--- src/rtl/chunk_packer.sv ---
// chunk_packer: packs D-bit samples into WORD_WIDTH-bit words and zero-pads words closed early by a frame end.
// Optional macro PACK_COUNT_EN adds m_lanes_out, the filled-lane count registered with each word.
module chunk_packer #(
  parameter int WORD_WIDTH = 128,
  parameter int D          = 8
) (
  input  logic                  clk_in,
  input  logic                  rst_n_in,
  input  logic [D-1:0]          s_data_in,
  input  logic                  s_valid_in,
  input  logic                  s_last_in,
  output logic                  s_ready_out,
  output logic [WORD_WIDTH-1:0] m_data_out,
  output logic                  m_valid_out,
  input  logic                  m_ready_in,
  output logic                  m_last_out
`ifdef PACK_COUNT_EN
  ,
  output logic [$clog2(WORD_WIDTH/D):0] m_lanes_out
`endif
);

  localparam int LANES = WORD_WIDTH / D;
  localparam int IDXW  = (LANES > 1) ? $clog2(LANES) : 1;

  logic [WORD_WIDTH-1:0] fill;
  logic [WORD_WIDTH-1:0] fill_next;
  logic [IDXW-1:0]       idx;
  logic                  pending;
  logic                  hold_last;
  logic                  accept;
  logic                  closing;
  logic                  slot_free;
  logic                  transfer;

  // A pending word blocks new samples until the output register drains.
  assign s_ready_out = rst_n_in && !pending;

  always_comb begin
    fill_next = fill;
    for (int k = 0; k < LANES; k++) begin
      if (idx == IDXW'(k)) fill_next[k*D +: D] = s_data_in;
    end
    accept    = s_valid_in && s_ready_out;
    closing   = accept && ((idx == IDXW'(LANES - 1)) || s_last_in);
    slot_free = !m_valid_out || m_ready_in;
    transfer  = (closing || pending) && slot_free;
  end

  always_ff @(posedge clk_in or negedge rst_n_in) begin
    if (!rst_n_in) begin
      fill        <= '0;
      idx         <= '0;
      pending     <= 1'b0;
      hold_last   <= 1'b0;
      m_data_out  <= '0;
      m_valid_out <= 1'b0;
      m_last_out  <= 1'b0;
    end else begin
      if (transfer) begin
        m_data_out  <= pending ? fill : fill_next;
        m_last_out  <= pending ? hold_last : s_last_in;
        m_valid_out <= 1'b1;
        fill        <= '0;
      end else begin
        if (m_valid_out && m_ready_in) m_valid_out <= 1'b0;
        if (accept) fill <= fill_next;
      end

      // A closed word that cannot move yet stays in the fill register.
      if (closing && !slot_free) begin
        pending   <= 1'b1;
        hold_last <= s_last_in;
      end else if (pending && slot_free) begin
        pending <= 1'b0;
      end

      if (accept) idx <= closing ? '0 : idx + 1'b1;
    end
  end

`ifdef PACK_COUNT_EN
  localparam int CNTW = $clog2(LANES) + 1;

  logic [CNTW-1:0] hold_lanes;
  logic [CNTW-1:0] close_lanes;

  assign close_lanes = CNTW'(idx) + 1'b1;

  always_ff @(posedge clk_in or negedge rst_n_in) begin
    if (!rst_n_in) begin
      hold_lanes  <= '0;
      m_lanes_out <= '0;
    end else begin
      if (closing && !slot_free) hold_lanes <= close_lanes;
      if (transfer) m_lanes_out <= pending ? hold_lanes : close_lanes;
    end
  end
`endif

endmodule
--- config.mk ---
export PLATFORM = sky130hd
export DESIGN_NAME = chunk_packer
export DESIGN_NICKNAME = d
export VERILOG_FILES = /design/src/rtl/chunk_packer.sv
export SDC_FILE = /design/constraint.sdc
export NUM_CORES = 1
export LEC_CHECK = 0
export CAP_MARGIN = 10
export CORE_MARGIN = 2
export CORE_UTILIZATION = 45
export DETAILED_ROUTE_END_ITERATION = 10
export PLACE_DENSITY = 0.68
export SYNTH_ARGS = -nofsm -noshare
export SYNTH_HDL_FRONTEND = slang
export SYNTH_SLANG_ARGS = --single-unit
--- constraint.sdc ---
create_clock -name clk_in -period 2 [get_ports clk_in]
set_input_delay 0.2 -clock clk_in [delete_from_list [all_inputs] [get_ports clk_in]]
set_output_delay 0.2 -clock clk_in [all_outputs]
set_load 0.01 [all_outputs]
==> flow_summary.toml <==
# generated from flow reports
[global_route]
gr-total-overflow = 0
antenna_found_initial = 0
top_usage_layer = "met1"
use_met2_pct = 37.0
grt_pass1_wl_mm = 64.7

[finish]
final_nets = 1430
fin_cells = 1830
diodes = 0
final_util_pct = 57.6

[clock_tree]
cts_hold_buf = 1
cts_setup_buffers = 0
cts-buffers-inserted = 29
clkLatencyLatePin_ns = 0.56
h-tree-depth = 1

[placement]
post_dp_cell_area_sq_um = 16500
io_buffers = 143

[detailed_routing]
route.met3.wl_mm = 2.73
wl_per_cell_microns = 22.3
drt-pass1-iter-count = 5
first_iter_violations = 915
viasPerCell = 6.06
ant_nets = 0

[worst_setup_path]
end_kind = "primary output"
reg2regPathDepth = 5
crit_required_ns = 1.80
arrival_ns = 1.74
ff2ff_setup_slack_ns = 0.06

[power_and_ir_drop]
finalPower_uw = 20800
pwr-share-clk_pct = 27.4
p_clk_uw = 5710

[final_timing]
final_hold_viol_count = 0
rsz0062_at_grt = "true"
worst_pin_slew_ns = 0.851
slew_headroom_pct = 42.8

[synthesis]
avgSynthCellArea_sq_um = 11.1

[run_status]
status = "complete, no violations"

[die]
rows = 64
-- critical path, stage by stage (launching register included) --
cell	delay (ns)
dfrtp_2	0.47
buf_4	0.18
nor2b_1	0.22
dlygate4sd2_1	0.31
-- logic make-up (layout without fill, tap and decap cells) --
family,after synthesis,after routing,synth area share [%]
muxes,257,257,19.7
adders and majority gates,4,4,0.359
buffers and inverters,284,462,8.51
AOI/OAI and AO/OA,340,340,18.9
and+or+nand+nor,107,107,5.16
DFF,264,264,47.4
-- cell type report --
class / count / area, sq um / area share [%]
well taps: 396 / 495 / 2.81
clock inverters: 11 / 165 / 0.937
multi-input cells: 708 / 6270 / 35.6
inverters: 133 / 499 / 2.83
repair buffers: 277 / 2730 / 15.5
flip-flops and latches: 264 / 6610 / 37.5
clock buffers: 41 / 861 / 4.88
-- cells in the mapped netlist, types with 2 or more instances --
cell type	n	area (sq um)
dfrtp_1	264	6610
o211ai_1	237	1780
inv_1	132	495
mux2_2	124	1400
mux2i_1	120	1200
clkbuf_1	82	308
buf_2	39	195
nand2_1	38	143
o221ai_1	34	298
o2111ai_1	25	219
buf_4	19	143
o32ai_1	16	140
mux2_1	13	146
and4b_1	12	120
buf_1	10	37.5
o22ai_1	9	56.3
nand3b_1	8	60.1
o21ai_0	6	30.0
nand3_1	5	25.0
nor2_1	5	18.8
nor4bb_1	5	50.1
a21oi_1	4	20.0
and3b_1	4	35.0
ha_1	4	50.1
nand4b_1	4	35.0
nor2b_1	4	25.0
or3b_2	4	35.0
and3_1	3	18.8
and4bb_2	3	37.5
nor3_1	2	10.0
nor4b_1	2	17.5
nor4b_2	2	30.0
-- state kept, by name, indices dropped and copies added, names as in the netlist --
signal       count
m_last_out       1
hold_last        1
m_valid_out      1
idx              4
fill           128
m_data_out     128
pending          1
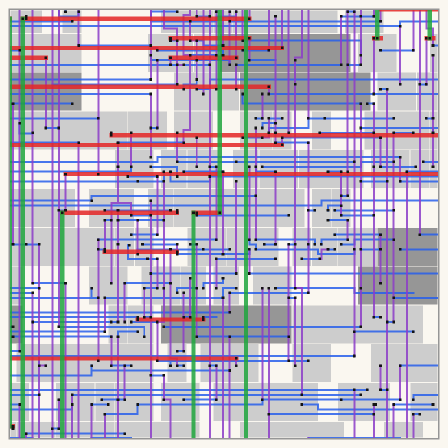
(images/detail.png)
Window x 75 to 105, y 75 to 105 microns. Cells in grey, sequential cells in the stronger grey; small squares are vias.
legend:
  metal 3:
    colour: red
  metal 4:
    colour: green
  metal 2:
    colour: purple
  metal 1:
    colour: blue
sequential cells in the window: 5
netlist names of flops here include: `idx` (4), `fill` (1)
cells with their middle in the window: 66
most frequent: buf_4 (15), nand2_1 (7), buf_12 (7)

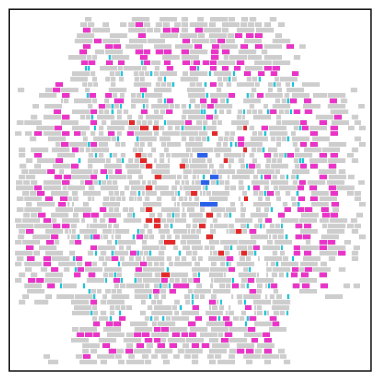
(images/logic_types.png)
Drawn at 2 px/micron.
legend:
  AND and OR gates:
    colour: red
    cells: 27
    where: centre
  adder and majority cells:
    colour: blue
    cells: 4
    where: centre
  multiplexers:
    colour: magenta
    cells: 257
    where: widely spread
  inverters:
    colour: cyan
    cells: 133

Power figures rest on the tool's default switching activity, not on a simulated workload.
